<file path="config.mk">
export PLATFORM = sky130hd
export DESIGN_NAME = ll_event_detector
export DESIGN_NICKNAME = d
export VERILOG_FILES = /design/src/rtl/ll_event_detector.sv
export SDC_FILE = /design/constraint.sdc
export NUM_CORES = 1
export LEC_CHECK = 0
export CAP_MARGIN = 10
export CORE_ASPECT_RATIO = 1.1
export CORE_MARGIN = 1.5
export CORE_UTILIZATION = 47
export CTS_CLUSTER_DIAMETER = 150
export DETAILED_ROUTE_END_ITERATION = 8
export GPL_TIMING_DRIVEN = 0
export PLACE_DENSITY = 0.81
export SYNTH_ARGS = -nofsm -noshare
export SYNTH_HDL_FRONTEND = slang
export SYNTH_SLANG_ARGS = --single-unit
</file>
<file path="constraint.sdc">
create_clock -name clk -period 2.8 [get_ports clk]
set_clock_uncertainty 0.05 [all_clocks]
set_input_delay 0.42 -clock clk [delete_from_list [all_inputs] [get_ports clk]]
set_output_delay 0.42 -clock clk [all_outputs]
set_load 0.02 [all_outputs]
</file>
<file path="src/rtl/ll_event_detector.sv">
// ============================================================================
// Module  : ll_event_detector
// Brief   : Hysteresis onset/offset detector over the windowed line-length stream.
// Revision: 1.0
// ============================================================================
`default_nettype none

module ll_event_detector #(
    parameter int DATA_WIDTH = 25,
    parameter int CNT_WIDTH  = 8,
    parameter int HOLD_WIDTH = 10,
    parameter int EVT_WIDTH  = 16
) (
    input  logic                  clk,
    input  logic                  rst,
    input  logic                  en,
    input  logic [DATA_WIDTH-1:0] din,
    input  logic                  din_valid,
    input  logic [DATA_WIDTH-1:0] thr_hi,
    input  logic [DATA_WIDTH-1:0] thr_lo,
    input  logic [CNT_WIDTH-1:0]  n_onset,
    input  logic [CNT_WIDTH-1:0]  n_offset,
    input  logic [HOLD_WIDTH-1:0] n_hold,
    output logic                  alarm,
    output logic                  onset_pulse,
    output logic [DATA_WIDTH-1:0] peak,
    output logic                  peak_valid,
    output logic [EVT_WIDTH-1:0]  event_count,
    output logic [1:0]            state_dbg
);

    typedef enum logic [1:0] {
        S_IDLE  = 2'd0,
        S_CAND  = 2'd1,
        S_ALARM = 2'd2,
        S_HOLD  = 2'd3
    } state_t;

    state_t                r_state;
    logic [CNT_WIDTH-1:0]  r_cnt;
    logic [HOLD_WIDTH-1:0] r_hcnt;
    logic [DATA_WIDTH-1:0] r_peak_run;
    logic [DATA_WIDTH-1:0] r_peak;
    logic                  r_onset;
    logic                  r_pv;
    logic [EVT_WIDTH-1:0]  r_evt;

    state_t                w_nxt_state;
    logic [CNT_WIDTH-1:0]  w_nxt_cnt;
    logic [HOLD_WIDTH-1:0] w_nxt_hcnt;
    logic [DATA_WIDTH-1:0] w_nxt_peak_run;
    logic [DATA_WIDTH-1:0] w_nxt_peak;
    logic                  w_nxt_onset;
    logic                  w_nxt_pv;
    logic [EVT_WIDTH-1:0]  w_nxt_evt;
    logic                  w_enter_alarm;

    logic                  w_proc;
    logic                  w_above;
    logic                  w_below;
    logic [CNT_WIDTH:0]    w_cnt_inc;
    logic [CNT_WIDTH:0]    w_on_eff;
    logic [CNT_WIDTH:0]    w_off_eff;
    logic [HOLD_WIDTH:0]   w_hcnt_inc;
    logic [DATA_WIDTH-1:0] w_peak_max;

    assign w_proc     = !en && din_valid;
    assign w_above    = $signed(din) > $signed(thr_hi);
    assign w_below    = $signed(din) < $signed(thr_lo);
    // Counters are compared one bit wider so cnt+1 can never wrap before the compare.
    assign w_cnt_inc  = {1'b0, r_cnt} + 1'b1;
    assign w_hcnt_inc = {1'b0, r_hcnt} + 1'b1;
    assign w_on_eff   = (n_onset == '0)  ? {{CNT_WIDTH{1'b0}}, 1'b1} : {1'b0, n_onset};
    assign w_off_eff  = (n_offset == '0) ? {{CNT_WIDTH{1'b0}}, 1'b1} : {1'b0, n_offset};
    assign w_peak_max = ($signed(din) > $signed(r_peak_run)) ? din : r_peak_run;

    always_comb begin
        w_nxt_state    = r_state;
        w_nxt_cnt      = r_cnt;
        w_nxt_hcnt     = r_hcnt;
        w_nxt_peak_run = r_peak_run;
        w_nxt_peak     = r_peak;
        w_nxt_onset    = 1'b0;
        w_nxt_pv       = 1'b0;
        w_nxt_evt      = r_evt;
        w_enter_alarm  = 1'b0;

        if (w_proc) begin
            case (r_state)
                S_IDLE: begin
                    if (w_above) begin
                        w_nxt_cnt      = {{(CNT_WIDTH-1){1'b0}}, 1'b1};
                        w_nxt_peak_run = din;
                        if (w_on_eff <= {{CNT_WIDTH{1'b0}}, 1'b1}) begin
                            w_enter_alarm = 1'b1;
                        end else begin
                            w_nxt_state = S_CAND;
                        end
                    end
                end
                S_CAND: begin
                    if (w_above) begin
                        w_nxt_cnt      = w_cnt_inc[CNT_WIDTH-1:0];
                        w_nxt_peak_run = w_peak_max;
                        if (w_cnt_inc >= w_on_eff) begin
                            w_enter_alarm = 1'b1;
                        end
                    end else begin
                        w_nxt_state = S_IDLE;
                        w_nxt_cnt   = '0;
                    end
                end
                S_ALARM: begin
                    w_nxt_peak_run = w_peak_max;
                    if (w_below) begin
                        if (w_cnt_inc >= w_off_eff) begin
                            w_nxt_state = S_HOLD;
                            w_nxt_cnt   = '0;
                            w_nxt_hcnt  = '0;
                            w_nxt_peak  = w_peak_max;
                            w_nxt_pv    = 1'b1;
                        end else begin
                            w_nxt_cnt = w_cnt_inc[CNT_WIDTH-1:0];
                        end
                    end else begin
                        w_nxt_cnt = '0;
                    end
                end
                S_HOLD: begin
                    if (w_hcnt_inc >= {1'b0, n_hold}) begin
                        w_nxt_state = S_IDLE;
                        w_nxt_hcnt  = '0;
                    end else begin
                        w_nxt_hcnt = w_hcnt_inc[HOLD_WIDTH-1:0];
                    end
                end
                default: w_nxt_state = S_IDLE;
            endcase
        end

        if (w_enter_alarm) begin
            w_nxt_state = S_ALARM;
            w_nxt_cnt   = '0;
            w_nxt_onset = 1'b1;
            w_nxt_evt   = (&r_evt) ? r_evt : r_evt + 1'b1;
        end
    end

    always_ff @(posedge clk or posedge rst) begin
        if (rst) begin
            r_state    <= S_IDLE;
            r_cnt      <= '0;
            r_hcnt     <= '0;
            r_peak_run <= '0;
            r_peak     <= '0;
            r_onset    <= 1'b0;
            r_pv       <= 1'b0;
            r_evt      <= '0;
        end else begin
            r_state    <= w_nxt_state;
            r_cnt      <= w_nxt_cnt;
            r_hcnt     <= w_nxt_hcnt;
            r_peak_run <= w_nxt_peak_run;
            r_peak     <= w_nxt_peak;
            r_onset    <= w_nxt_onset;
            r_pv       <= w_nxt_pv;
            r_evt      <= w_nxt_evt;
        end
    end

    assign alarm       = (r_state == S_ALARM);
    assign onset_pulse = r_onset;
    assign peak        = r_peak;
    assign peak_valid  = r_pv;
    assign event_count = r_evt;
    assign state_dbg   = r_state;

endmodule

`default_nettype wire

</file>
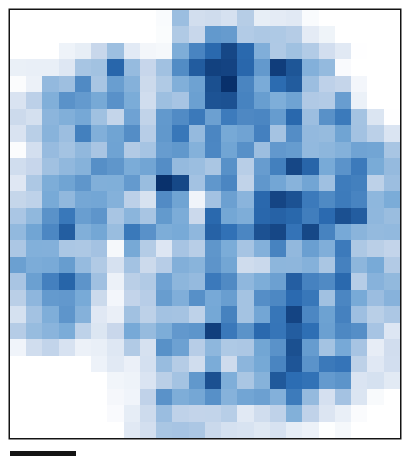
*Wire density map, run 1*
The bar under the picture is 20 um long. The die is cut into 24 by 26 equal tiles; white is low, dark blue is high, scaled to the fullest tile. Values are wire area over tile area, all layers added.
mean over tiles: 0.23
emptiest ninth of the die: bottom left
nearly empty tiles: 13%
densest ninth of the die: right middle
tiles over half the peak: 35%
fullest tile: 0.60

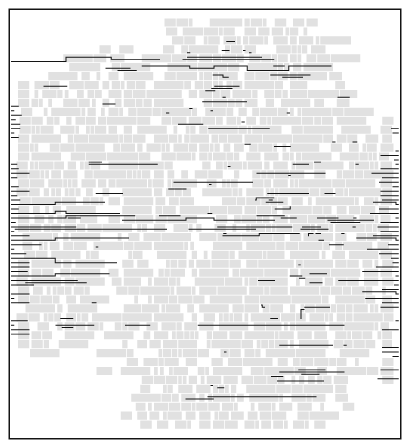
*Signal wires on met3, run 1*
Cells faint in the background.
longest straight run: 46.0 um
nets with wire on the layer: 152
share of all routed wire: 6.7%
wire length on this layer: 1470 um
DRT Wirelength: 22000 um
Via Count: 6627

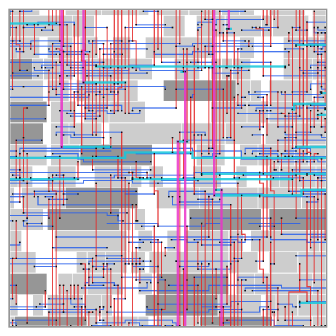
*Close-up of the layout, run 1*
Window x 39 to 79, y 45 to 85 um. Cells in grey, sequential cells in the stronger grey; small squares are vias.
legend:
  blue:
    layer: metal 1
  red:
    layer: metal 2
  cyan:
    layer: metal 3
  magenta:
    layer: metal 4
sequential cells in the window: 10
netlist names of flops here include: r_peak_run (7), peak (3)
cells with their middle in the window: 116
most frequent: inv_1 (13), ha_1 (12), dfrtp_1 (10)

==> summary.txt, run 1 <==
flow finished, numbers: top-count cell post-synth=ha_1, WP data arrival=3.25 ns, Seq area share=a little over a fifth, Slew Limit Fails=0, Clk network pwr share=between 20% and 30%, Nets at Floorplan=~970, Power Total=a little over 0.006 W, crit path max fanout=4, synthesized area=6920 um2, comb pwr=about 0.0031 W, Finished Core Util=between 70 and 80%, initial antenna violation count=2, ANT cells=2, routability cong.=around 0.86, sequential power=0.00179 W, VDD IR max=0.000297 V, clock network area share=3.07%, global routing usage on met3=between 6 and 7%, number of flops mapped to enable cells by yosys=0, status=complete, but fails checks, final setup vio count=roughly 73, yosys synthesis chip area=approximately 6900 um2, nonclk buf count=213, FP Core Util=around 48%, Seq pwr share=between 20% and 30%, top cells by count=ha_1, inv_1, dfrtp_1, met2 wire length=around 11000 um, placed insts=1094, register area=~2200 um2, failing checks=setup timing, Synth warnings=0, clock transition at the registers of the reported paths=approximately 0.060 ns, Tool Warnings=34, Commonest Layout Cell=clkdlybuf4s50_1, inverter count=110, post-route cell area=10500 um2, AO/OA Area Share=around 14%, Top delay family on crit path=simple AND/OR/NAND/NOR gates, Dominant flop cell=dfrtp_1, clock root buffer=clkbuf_16, critical path required time=between 2 and 3 ns, M2 GR Usage=48.1%, CP bufs+invs=3, 1st-iter DRT viols=between 300 and 400, Top logic family=adder cells, Worst-Skew Late Latency=0.36 ns, Area leader share=a little under a third, P&R area growth vs syn=51.1%, switching pwr=roughly 0.0023 W, first-pass GRT wire length=approximately 33000 um, final worst slack=-0.262 ns, Initial DRT Pass Iterations=5, PortBufs=approximately 150, PD cells=593 nW/um2, Max Fclk=between 300 and 400 MHz, Critical Path, Cell by Cell=ha_4, nand3_4, inv_2, nand3_2, or2_4, nand2_4, ha_4, nand2_4, o21ai_2, a21oi_2, o211ai_1, buf_4, and3b_2, buf_4, or2_4, a32o_1, Place WS=-1.40 ns, largest net degree at the start of global routing=approximately 54, total of max-cap violations=0, Post-CTS Hold Buffers=0, Core Area=about 14000 um2, Post-synth regs=~90, Crit. End Element=flop, worst slew pin tran=roughly 0.57 ns, hold_ws=around 0.4 ns, Die Span X=119 um, WL/cell=approximately 19 um, met1 wire length=between 8000 and 9000 um, met3 wire length=1470 um, top cells, area=dfrtp_1, ha_1, inv_1, mux2_4, a21oi_1, gr ovfl total=0, DRC Markers=0, and+or+nand+nor area frac=14.5%, CTS Sinks=about 90, Avg Cell Area, Syn=~9.2 um2, Comb power frac=between 40% and 50%, Gate Area=around 5100 um2, logic share of the area=slightly below 50%, CP max-delay cell=dfrtp_2, Total Nets Final=1177, registers=just under 90, Final min period=between 3 and 4 ns, CP Launch Type=flop, GRT busiest layer=met2, unrepaired setup endpoints after global routing=yes, Internal Power=slightly below 0.004 W, Finished Layout Cells=~1200, cell type with the highest aggregate area in the netlist=dfrtp_1, Clock Path Buffers=2, Cell Type Count=59
-- run 1: path summary, 6_finish.rpt --
check | slack, ns | from | cells past startpoint | to
setup / recovery | -0.26 | r_cnt[0] | 16 | r_cnt[0]
hold / removal | 0.40 | rst | 2 | event_count[6]
setup reg to reg | -0.26 | r_cnt[0] | 16 | r_cnt[0]
hold reg to reg | 0.45 | event_count[5] | 1 | event_count[5]
max in group asynchronous | 1.66 | rst | 3 | peak[2]
min in group clk | 0.44 | din[5] | 2 | r_peak_run[5]
-- run 1: repair_timing --
action                                  CTS  global route
endpoints found under the hold margin     0             0
endpoints found under the setup margin   87            87
pin swaps                                60            30
resized                                 216            46
buffers inserted                         37             8
gates cloned                              5             2
==> run 2: changes to the inputs <==
- TNS_END_PERCENT: not set -> 10
==> run 2 against run 1 <==
The run still ends with setup timing left. Register-to-register slack improved by 0.11 ns. Critical path depth unchanged. Non-clock buffer count down 12. Combinational power decreased by 6%. Count of clock-buffer cells in the layout fell by 1. Clock power is 5% lower. First-iteration DRC count down 56%. Largest power group unchanged. Cell count fell by 1.2%. Utilization decreased by 2.6 points. Sequential cell count stayed put. Largest cell class unchanged. Global-route usage is 2.4 points lower. Highest routed layer unchanged. Via count fell by 4.0%.
==> summary.txt, run 2 <==
flow finished, numbers: unrepaired setup endpoints after global routing=yes (unchanged), final worst slack=-0.151 ns (was -0.262 ns), 1st-iter DRT viols=175 (was 394), Final min period=2.95 ns (was 3.06 ns), Comb power frac=48.8% (was 49.7%), met2 wire length=9460 um (was 10900 um), clock transition at the registers of the reported paths=0.07 ns (was 0.06 ns), AO/OA Area Share=14.5% (unchanged), WL/cell=16.9 um (was 19.0 um), post-route cell area=10100 um2 (was 10500 um2), Place WS=-1.23 ns (was -1.40 ns), Core Area=14400 um2 (unchanged), Critical Path, Cell by Cell=nand3_2, or2_4, inv_2, nand3_2, or2_4, nand2_4, ha_4, and4_1, o21ai_2, o21ai_2, nand3_1, nand3b_1, buf_6, clkinvlp_4, o22ai_1, a22o_1 (was ha_4, nand3_4, inv_2, nand3_2, or2_4, nand2_4, ha_4, nand2_4, o21ai_2, a21oi_2, o211ai_1, buf_4, and3b_2, buf_4, or2_4, a32o_1), Finished Layout Cells=1146 (was 1160), PD cells=587 nW/um2 (was 593 nW/um2), P&R area growth vs syn=45.7% (was 51.1%), Post-synth regs=88 (unchanged), Clock Path Buffers=2 (unchanged), status=complete, but fails checks (unchanged), met3 wire length=1040 um (was 1470 um), gr ovfl total=0 (unchanged), Total Nets Final=1165 (was 1177), initial antenna violation count=0 (was 2), final setup vio count=64 (was 73), Die Span X=119 um (unchanged), and+or+nand+nor area frac=14.5% (unchanged), critical path required time=2.99 ns (about the same), synthesized area=6920 um2 (unchanged), top cells, area=dfrtp_1, ha_1, inv_1, mux2_4, a21oi_1 (unchanged), Via Count=6365 (was 6627), Crit. End Element=flop (unchanged), failing checks=setup timing (unchanged), cell type with the highest aggregate area in the netlist=dfrtp_1 (unchanged), Commonest Layout Cell=clkdlybuf4s50_1 (unchanged), Synth warnings=0 (unchanged), Initial DRT Pass Iterations=5 (unchanged), largest net degree at the start of global routing=58 (was 54), first-pass GRT wire length=30700 um (was 33100 um), CP max-delay cell=dfrtp_2 (unchanged), sequential power=0.00177 W (was 0.00179 W), global routing usage on met3=4.76% (was 6.08%), placed insts=1094 (unchanged), PortBufs=150 (unchanged)
[run 2: cell counts after synthesis]
No cell type changed its count.
[run 2: critical path: cells and delay by family, from the launching register on]
family,cells,cell delay [ns]
buffers and inverters,3,0.38
flip-flops,1,0.41
AND/OR/NAND/NOR,8,1.27
AND-OR/OR-AND,4,0.60
adder cells (fa/ha/maj),1,0.12
[run 2: worst paths after layout]
path                                      from         endpoint  slack (ns)
worst max register to register        r_cnt[1]        r_hcnt[6]       -0.15
worst min register to register  event_count[5]   event_count[5]        0.44
worst max-delay path                  r_cnt[1]        r_hcnt[6]       -0.15
min in group clk                        din[1]    r_peak_run[1]        0.36
worst min-delay path                       rst  event_count[12]        0.36
max in group asynchronous                  rst         peak[19]        1.69
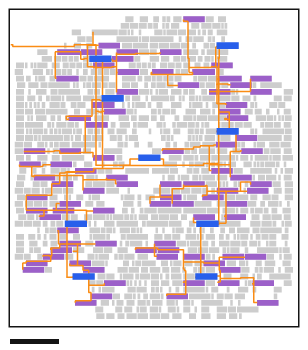
*Routed clock nets over the placement, run 2*
The bar under the picture is 20 um long.
legend:
  orange:
    item: clock wires
    length: 1240 um
  blue:
    item: clock drivers
    count: 9
  purple:
    item: flip-flops
    count: 88
flops lie: spread over the die
routed clock nets: 10

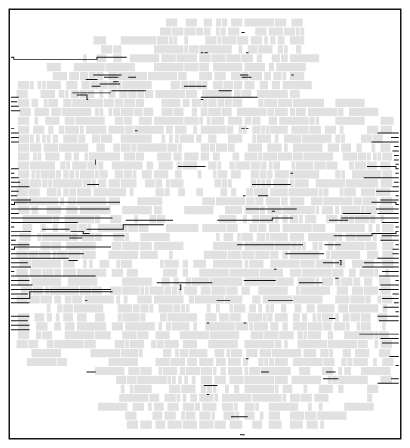
*Signal wires on met3, run 2*
Cells faint in the background.
share of all routed wire: 5.4%
nets with wire on the layer: 137
wire length on this layer: 1040 um

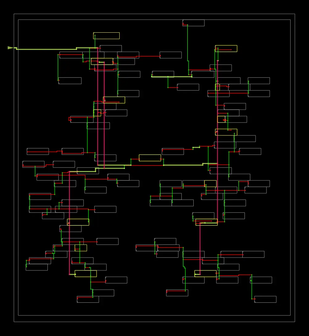
*Clock routing, run 2*
Worst-Skew Late Latency: 0.36 ns
CTS Sinks: 88
CTS Buf Count: 9
registers: 88

==> run 3: changes to the inputs <==
--- a/config.mk
+++ b/config.mk
@@ -11,4 +11,5 @@
 export CORE_UTILIZATION = 47
 export CTS_CLUSTER_DIAMETER = 150
+export CTS_CLUSTER_SIZE = 30
 export DETAILED_ROUTE_END_ITERATION = 8
 export GPL_TIMING_DRIVEN = 0
--- a/constraint.sdc
+++ b/constraint.sdc
@@ -3,3 +3,3 @@
 set_input_delay 0.42 -clock clk [delete_from_list [all_inputs] [get_ports clk]]
 set_output_delay 0.42 -clock clk [all_outputs]
-set_load 0.02 [all_outputs]
+set_load 0.1 [all_outputs]
==> run 3 against run 2 <==
The flow still finishes with violations (setup timing). Critical endpoint is now peak[16]. Count of clock-buffer cells in the layout up 1. Clock power about the same. Critical path depth up 2. Sequential share of layout area down 0.16 points. Maximum frequency is 3.3% lower. Routed wire length rose by 3.9%. Register-to-register slack worse by 0.099 ns. Largest cell class unchanged. Non-clock buffer count down 4.
==> summary.txt, run 3 <==
flow finished, numbers: status=complete, but fails checks (unchanged), failing checks=setup timing (unchanged), crit path to=peak[16] (was r_hcnt[6]), Crit. End Element=flop (unchanged), critical path required time=2.99 ns (about the same), Area leader share=31.8% (unchanged), Clk network pwr share=20.3% (was 21.4%), Place WS=-1.40 ns (was -1.23 ns), comb pwr=0.00322 W (was 0.00289 W), Tool Warnings=35 (unchanged), Top logic family=adder cells (unchanged), and+or+nand+nor area frac=14.5% (unchanged), final worst slack=-0.250 ns (was -0.151 ns), cell type with the highest aggregate area in the netlist=dfrtp_1 (unchanged), worst slew pin tran=1.03 ns (was 0.490 ns), Core Area=14400 um2 (unchanged), CTS Sinks=88 (unchanged), number of flops mapped to enable cells by yosys=0 (unchanged), final setup vio count=80 (was 64), yosys synthesis chip area=6920 um2 (unchanged), r2r endpoint=peak[16] (was r_hcnt[6]), largest net degree at the start of global routing=41 (was 58), Finished Core Util=70.7% (was 70.1%), Dominant flop cell=dfrtp_1 (unchanged), DRC Markers=0 (unchanged), initial antenna violation count=0 (unchanged), Initial DRT Pass Iterations=5 (unchanged), CP Depth=18 (was 16), unrepaired setup endpoints after global routing=yes (unchanged), Clock Path Buffers=2 (unchanged), PortBufs=150 (unchanged), FP Core Util=48.1% (unchanged), switching pwr=0.00253 W (was 0.00216 W), Commonest Layout Cell=clkdlybuf4s50_1 (unchanged), CTS Buf Count=9 (unchanged), R2R Setup Slk=-0.25 ns (was -0.15 ns)
run 3: cell counts after synthesis:
No cell type changed its count.
run 3: cell type report:
class	count	area (um2)	share of cell area, %
Multi-Input combinational cell	540	4980	49.0
Sequential cell	88	2210	21.8
Timing Repair Buffer	184	1850	18.2
Inverter	109	420	4.13
Clock buffer	12	256	2.52
Tap cell	192	240	2.36
Buffer	13	148	1.45
Clock inverter	4	51.3	0.504
Timing Repair inverter	1	7.51	0.0738
run 3: layer usage:
metal,wire (um),up-vias
met5,0,-
met4,573,0
met3,1040,43
met2,10200,184
met1,8320,3080
li1,-,3059
run 3: cells by family (layout without fill, tap and decap cells):
kind of cell,Yosys count,count (layout)
compound gates,152,152
xor+xnor,23,23
flops,88,88
simple gates,203,203
fa+ha+maj,110,110
mux,52,52
buf+inv,123,323
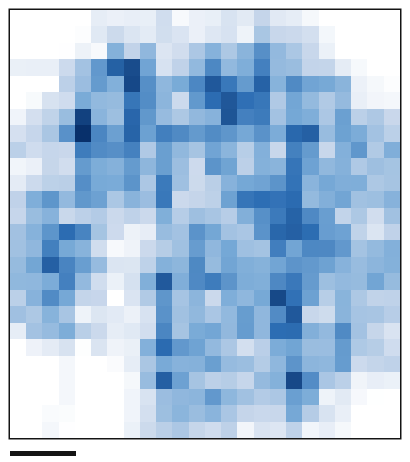
*Wire density map, run 3*
The bar under the picture is 20 um long. The die is cut into 24 by 26 equal tiles; white is low, dark blue is high, scaled to the fullest tile. Values are wire area over tile area, all layers added.
tiles over half the peak: 26%
mean over tiles: 0.21
fullest tile: 0.59
emptiest ninth of the die: bottom left
nearly empty tiles: 12%
densest ninth of the die: right middle

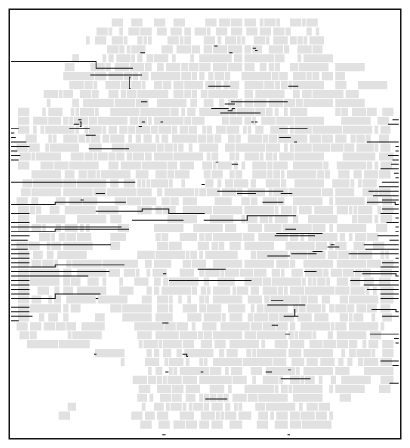
*Signal wires on met3, run 3*
Cells faint in the background.
main direction: horizontal
nets with wire on the layer: 122
wire length on this layer: 1040 um

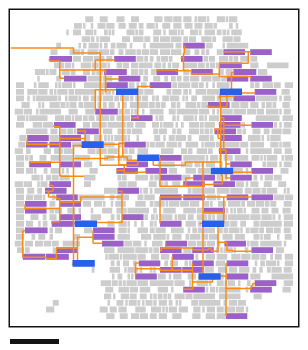
*Routed clock nets over the placement, run 3*
The bar under the picture is 20 um long.
legend:
  purple:
    item: flip-flops
    count: 88
  orange:
    item: clock wires
    length: 1230 um
  blue:
    item: clock drivers
    count: 9
flops lie: spread over the die

Power figures rest on the tool's default switching activity, not on a simulated workload.
